`src/rtl/mips_muldiv.sv`:
```
// Iterative MULT/MULTU/DIV/DIVU unit holding architectural HI/LO.
// Radix-2 shift-add multiply and restoring divide, one bit per cycle.
module mips_muldiv #(
    parameter int WIDTH = 32
) (
    input  logic             clk,
    input  logic             rst_b,
    input  logic             start,
    input  logic [1:0]       op,
    input  logic [WIDTH-1:0] op_a,
    input  logic [WIDTH-1:0] op_b,
    input  logic             hi_we,
    input  logic             lo_we,
    input  logic [WIDTH-1:0] wr_data,
    input  logic             flush,
    output logic             busy,
    output logic             done,
    output logic             div_zero,
    output logic [WIDTH-1:0] hi,
    output logic [WIDTH-1:0] lo
);

    localparam int CW = $clog2(WIDTH + 1);

    typedef enum logic [1:0] {S_IDLE, S_RUN, S_FIX} state_t;

    state_t             state_q, state_d;
    logic [1:0]         op_q, op_d;
    logic [WIDTH-1:0]   m_q, m_d;
    logic [2*WIDTH-1:0] acc_q, acc_d;
    logic [CW-1:0]      cnt_q, cnt_d;
    logic               neg_q, neg_d;
    logic               rneg_q, rneg_d;
    logic               dz_q, dz_d;
    logic [WIDTH-1:0]   hi_q, hi_d;
    logic [WIDTH-1:0]   lo_q, lo_d;
    logic               done_q, done_d;
    logic               dzo_q, dzo_d;

    logic               signed_in;
    logic [WIDTH-1:0]   a_mag, b_mag;
    logic [WIDTH:0]     mul_sum;
    logic [WIDTH:0]     div_shift, div_diff;
    logic               div_ge;
    logic [2*WIDTH-1:0] prod_fix;
    logic [WIDTH-1:0]   quo_fix, rem_fix;

    assign signed_in = ~op[0];
    assign a_mag     = (signed_in && op_a[WIDTH-1]) ? -op_a : op_a;
    assign b_mag     = (signed_in && op_b[WIDTH-1]) ? -op_b : op_b;

    // Multiply: acc = {partial product, remaining multiplier bits}.
    assign mul_sum   = {1'b0, acc_q[2*WIDTH-1:WIDTH]}
                     + {1'b0, (acc_q[0] ? m_q : {WIDTH{1'b0}})};

    // Divide: acc = {partial remainder, remaining dividend / quotient bits}.
    assign div_shift = {acc_q[2*WIDTH-1:WIDTH], acc_q[WIDTH-1]};
    assign div_diff  = div_shift - {1'b0, m_q};
    assign div_ge    = ~div_diff[WIDTH];

    assign prod_fix  = neg_q  ? -acc_q : acc_q;
    assign quo_fix   = neg_q  ? -acc_q[WIDTH-1:0] : acc_q[WIDTH-1:0];
    assign rem_fix   = rneg_q ? -acc_q[2*WIDTH-1:WIDTH] : acc_q[2*WIDTH-1:WIDTH];

    always_comb begin
        state_d = state_q;
        op_d    = op_q;
        m_d     = m_q;
        acc_d   = acc_q;
        cnt_d   = cnt_q;
        neg_d   = neg_q;
        rneg_d  = rneg_q;
        dz_d    = dz_q;
        hi_d    = hi_q;
        lo_d    = lo_q;
        done_d  = 1'b0;
        dzo_d   = 1'b0;
        case (state_q)
            S_IDLE: begin
                if (flush) begin
                    state_d = S_IDLE;
                end else if (start) begin
                    op_d   = op;
                    cnt_d  = '0;
                    neg_d  = signed_in & (op_a[WIDTH-1] ^ op_b[WIDTH-1]);
                    rneg_d = signed_in & op_a[WIDTH-1];
                    if (op[1] && (op_b == '0)) begin
                        // Divide by zero skips iteration; HI returns the raw dividend.
                        dz_d    = 1'b1;
                        m_d     = op_a;
                        state_d = S_FIX;
                    end else begin
                        dz_d    = 1'b0;
                        state_d = S_RUN;
                        if (op[1]) begin
                            m_d   = b_mag;
                            acc_d = {{WIDTH{1'b0}}, a_mag};
                        end else begin
                            m_d   = a_mag;
                            acc_d = {{WIDTH{1'b0}}, b_mag};
                        end
                    end
                end else begin
                    if (hi_we) hi_d = wr_data;
                    if (lo_we) lo_d = wr_data;
                end
            end
            S_RUN: begin
                if (flush) begin
                    state_d = S_IDLE;
                end else begin
                    if (op_q[1]) begin
                        acc_d = {(div_ge ? div_diff[WIDTH-1:0] : div_shift[WIDTH-1:0]),
                                 acc_q[WIDTH-2:0], div_ge};
                    end else begin
                        acc_d = {mul_sum, acc_q[WIDTH-1:1]};
                    end
                    cnt_d = cnt_q + CW'(1);
                    if (cnt_q == CW'(WIDTH - 1)) state_d = S_FIX;
                end
            end
            S_FIX: begin
                state_d = S_IDLE;
                if (!flush) begin
                    done_d = 1'b1;
                    dzo_d  = dz_q;
                    if (dz_q) begin
                        hi_d = m_q;
                        lo_d = {WIDTH{1'b1}};
                    end else if (op_q[1]) begin
                        hi_d = rem_fix;
                        lo_d = quo_fix;
                    end else begin
                        hi_d = prod_fix[2*WIDTH-1:WIDTH];
                        lo_d = prod_fix[WIDTH-1:0];
                    end
                end
            end
            default: state_d = S_IDLE;
        endcase
    end

    always_ff @(posedge clk or negedge rst_b) begin
        if (!rst_b) begin
            state_q <= S_IDLE;
            op_q    <= '0;
            m_q     <= '0;
            acc_q   <= '0;
            cnt_q   <= '0;
            neg_q   <= 1'b0;
            rneg_q  <= 1'b0;
            dz_q    <= 1'b0;
            hi_q    <= '0;
            lo_q    <= '0;
            done_q  <= 1'b0;
            dzo_q   <= 1'b0;
        end else begin
            state_q <= state_d;
            op_q    <= op_d;
            m_q     <= m_d;
            acc_q   <= acc_d;
            cnt_q   <= cnt_d;
            neg_q   <= neg_d;
            rneg_q  <= rneg_d;
            dz_q    <= dz_d;
            hi_q    <= hi_d;
            lo_q    <= lo_d;
            done_q  <= done_d;
            dzo_q   <= dzo_d;
        end
    end

    assign busy     = (state_q != S_IDLE);
    assign done     = done_q;
    assign div_zero = dzo_q;
    assign hi       = hi_q;
    assign lo       = lo_q;

endmodule

```
`config.mk`:
```
export PLATFORM = sky130hd
export DESIGN_NAME = mips_muldiv
export DESIGN_NICKNAME = d
export VERILOG_FILES = /design/src/rtl/mips_muldiv.sv
export SDC_FILE = /design/constraint.sdc
export NUM_CORES = 1
export LEC_CHECK = 0
export ABC_AREA = 1
export ABC_CLOCK_PERIOD_IN_PS = 8200
export CORE_MARGIN = 2
export CORE_UTILIZATION = 55
export CTS_BUF_LIST = sky130_fd_sc_hd__clkbuf_8
export CTS_CLUSTER_SIZE = 24
export DETAILED_ROUTE_END_ITERATION = 6
export GPL_TIMING_DRIVEN = 0
export PLACE_DENSITY_LB_ADDON = 0.1
export SLEW_MARGIN = 20
export SYNTH_ARGS = -nofsm -noshare
export SYNTH_HDL_FRONTEND = slang
export SYNTH_SLANG_ARGS = --single-unit
```
`constraint.sdc`:
```
create_clock -name clk -period 8.2 [get_ports clk]
set_input_delay 1.64 -clock clk [delete_from_list [all_inputs] [get_ports clk]]
set_output_delay 1.64 -clock clk [all_outputs]
set_load 0.01 [all_outputs]
```
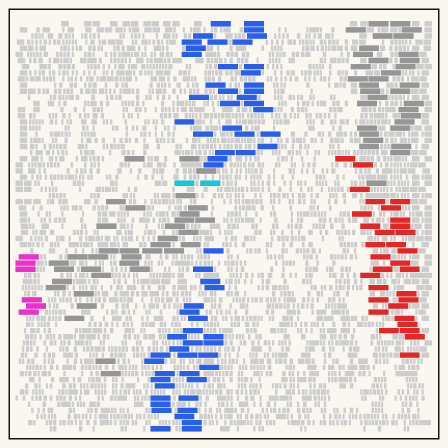
Fig. 1. Sequential cells grouped by signal name.
legend:
  `cnt_q`:
    colour: magenta
    placed_flops: 6
  `acc_q`:
    colour: blue
    placed_flops: 64
    where: a vertical strip down the middle
  `hi`:
    colour: red
    placed_flops: 32
    where: right middle
  `state_q`:
    colour: cyan
    placed_flops: 2
flop share of the area: 20.11%
FF/Latch Area: 4354 um2

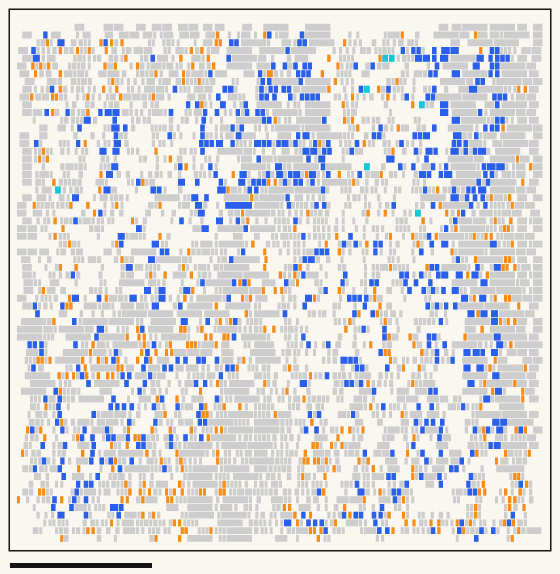
Fig. 2. Selected gate families.
Bar = 50 um.
legend:
  and/or cells:
    colour: cyan
    cells: 7
  aoi and oai cells:
    colour: blue
    cells: 579
    where: spread over the die
  inv cells:
    colour: orange
    cells: 436
    where: spread over the die

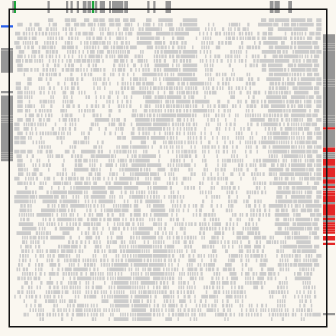
Fig. 3. I/O pins on the die edge.
Pins as bars across the die edge, other pins in grey.
legend:
  `hi`:
    colour: red
    pins: 32
    direction: output
    edge: right
  `clk`:
    colour: blue
    pins: 1
    direction: input
    edge: left
  `op`:
    colour: green
    pins: 2
    direction: input
    edge: top
all pins by edge: 92 right, 42 left, 37 top
Die Wd: 189.7 um
IO Port Bufs: 168

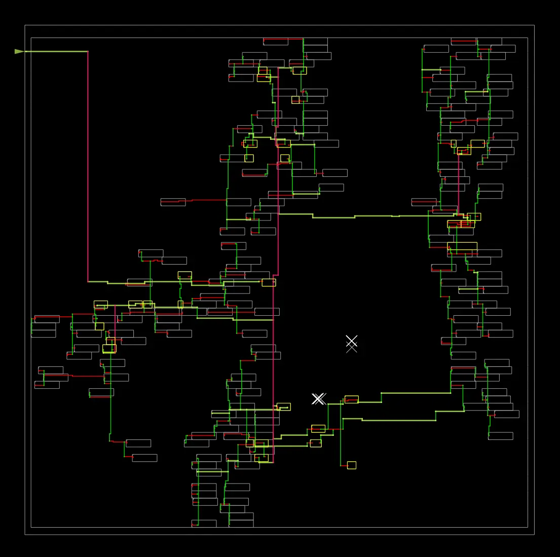
Fig. 4. Clock nets.
Worst-Skew Late Latency: 0.53 ns
final clock skew: 0.02658 ns

==> ci_impl_report.md <==
## PnR job results

| Metric | Value |
|---|---|
| Post-route ant nets | 0 |
| Hold path startpoint | cnt_q[5]$_DFFE_PN0P_ |
| Hold Path Depth | 1 |
| Clock sinks | 174 |
| Ys async rst share | 100.0% |
| VDD IR max | 207.7 uV |
| Most numerous logic cell after layout | nand2_1 |
| Core Area | 33,700 um2 |
| Fmax | 0.2226 GHz |
| Synth Cell Area | 18,960 um2 |
| First-pass GRT wire length | 129,400 um |
| Required @ worst endpoint | a little under 9 ns |
| Hold_ws | 0.4959 ns |
| Min-delay worst type | register to register |
| Hold_buf cts | 0 |
| Final Max Tran Viols | 0 |
| Clk root buf | clkbuf_8 |
| Setup TNS | 0 ns |
| Die Size | 35,980 um2 |
| Nets | 3,664 |
| Ys Warns | 0 |
| OpenROAD warnings | 26 |
| Vias per inst | 6.236 |
| Worst r2r src | acc_q[0]$_DFFE_PN0P_ |
| Ratio of cells with drive above 1 in the final layout | 2.913% |
| Yosys stat cell total | 3,300 |
| Crit path capture type | register |
| Commonest flop | dfrtp_1 |
| Vias post-DR | 24,630 |
| Final min period | around 4.5 ns |
| Max-cap violations | 0 |
| Rows | 67 |
| Max H-tree Level | 4 |
| Synthesized area per cell | 5.746 um2 |
| FP Util | 56.27% |
| GRT overflow | 0 |
| Final instance area | 21,650 um2 |
| Number of diodes | 0 |
| DP Area | 21,260 um2 |
| First-pass DRT Iterations | 7 |
| Post-synth area from yosys stat | 18,960 um2 |
| Post-Route WL | 86,870 um |
| Top cells, area | dfrtp_1 (23%), nand2_1 (21%), inv_1 (8.3%), nor2_1 (7.5%), nand3_1 (7.1%) |
| Reg2reg path depth | 19 |
| CTS clock-pin slew for the worst setup and hold paths | ~0.090 ns |
| RePlAce Congestion | 1.150 |
| Fillers | 3,271 |
| Syn_nets | around 3,500 |
| DRT iter0 DRCs | 3,916 |
| Worst Path Arrival | 4.93 ns |
| Status | finished with violations |
| GRT Total Usage | 47.59% |
| Critical path peak fanout | 10 |
| PwrDens | just under 400 nW/um2 |
| Worst Hold End | cnt_q[5]$_DFFE_PN0P_ |
| Leakage power | 11.23 nW |
| Final setup fails | 0 |
| Post-synth cell types | approximately 54 |
| Area Growth Syn to Fin | 14.19% |
| Total power | 8.502 mW |
| Worst-margin pin slew | 1.010 ns |
| Resized cells post-CTS | 0 |
| Unrepaired setup endpoints after global routing | false |
| Critical path startpoint category | primary input |
| Seq share, synth | 22.96% |
| Largest net degree at the start of global routing | 74 |
| Worst Setup Path Type | primary input to register |
| Cycle use final | 54.79% |
| Yosys reg bits | 174 |
| CTS max path bufs | 2 |
| Gate Area | 12,460 um2 |
| Post-synth EDFFs | 0 |
| Average routed wire per standard cell | around 22 um |
| Failing checks | design-rule violations |
| Boundary pin count | about 170 |
| Worst reg2reg endpoint | acc_q[59]$_DFFE_PN0P_ |
| Slew headroom | 32.65% |
| FF-to-FF setup slack | 3.97 ns |
| Cells after Synth | between 3,000 and 4,000 |
| Initial antenna violation count | 3 |
| Hold Violations, Final | 0 |
| Synth top area share | between 20% and 30% |
| Post-CTS setup buffer count | 0 |
| Cell type with the largest total area | dfrtp_1 |
| Drt drc | 17 |
| DP HPWL | 70,790 um |
| TritonCTS clock tree | yes |
| CTS buffer count | 17 |
| Most frequent cells in the layout | nand2_1 (1,052), inv_1 (418), nor2_1 (377) |
| Vias in the first global route | 22,340 |
worst max path at each step:
stage,start,to,slack [ns],cells past startpoint
after CTS,op_a[31],acc_q[9]$_DFFE_PN0P_,4.16,10
after global routing,op_a[31],acc_q[2]$_DFFE_PN0P_,3.74,10
after detailed placement,op_a[31],acc_q[9]$_DFFE_PN0P_,3.65,10
after global placement,rst_b,m_q[9]$_DFFE_PN0P_,-1.68,1
final,op_a[31],acc_q[2]$_DFFE_PN0P_,3.71,10
after floorplan,op_b[1],acc_q[12]$_DFFE_PN0P_,4.97,14
power by group:
group	total, mW	leakage [nW]	switching (mW)	internal, mW
Combinational	6.12	8.93	4.14	1.97
Sequential	1.76	2.10	0.538	1.22
Clock	0.627	0.195	0.365	0.262
Total	8.50	11.2	5.05	3.45
per-layer routing:
layer	global-route usage [%]	routed length [um]
met3	15.77	14000
met4	27.94	6161
met2	68.84	34550
met1	61.85	32090
met5	0	76
stage by stage:
stage	setup WS (ns)	cells	util, %
4_1_cts	4.158	3950	64.25
3_5_place_dp	3.646	3918	63.10
5_1_grt	3.744	3950	64.25
6_report	3.708	3950	64.25
2_1_floorplan	4.969	3300	-
3_3_place_gp	-1.677	3916	62.92
synth_stat cells (all sizes together) (2+ instances only):
library cell  instances
nand2              1057
inv                 430
nor2                386
nand3               269
o21ai               239
a21oi               228
dfrtp               174
clkbuf               79
ha                   69
xor2                 59
nand4                57
buf                  40
nor3                 33
a21boi               32
o211ai               27
a22oi                18
xnor2                17
a2bb2oi              16
nand3b               13
nor4                  8
or2                   7
a21o                  6
clkinv                6
o31ai                 6
o22ai                 4
o21a                  3
o21bai                3
a32o                  2
fa                    2
o2111ai               2
kinds of logic (layout without fill, tap and decap cells):
logic type	after synthesis	in the layout	share of synthesized area, %
buffers and inverters	555	757	11.32
AND/OR/NAND/NOR	1831	1831	39.85
flip-flops	174	174	22.96
adder cells (fa/ha/maj)	71	71	4.764
multiplexers	1	1	0.05938
XOR/XNOR	76	76	3.510
AND-OR/OR-AND	592	592	17.53
area by class of cell:
cell class,instances,area share [%]
buffer,119,2.346
clock buffer,19,1.208
clock inverter,13,0.5894
inverter,436,7.570
multi-input combinational,2571,57.55
sequential,174,20.11
tap,448,2.589
timing repair buffer,170,8.043
worst max-delay path, cell delays in order:
cell and delay (ns):
clkdlybuf4s50_1 0.55, inv_1 0.11, nor2_2 0.49, clkinv_1 0.54, nor2_1 0.26, xor2_1 0.71
o21ai_0 0.21, o22ai_1 0.24, nand2_1 0.09, o21ai_1 0.07
registers in the layout, summed over array words and instances, names as in the netlist:
register	cells
op_q	1
hi	32
state_q	2
done	1
acc_q	64
rneg_q	1
dz_q	1
neg_q	1
div_zero	1
lo	32
m_q	32
cnt_q	6
Power is estimated from default activity; no workload was simulated.
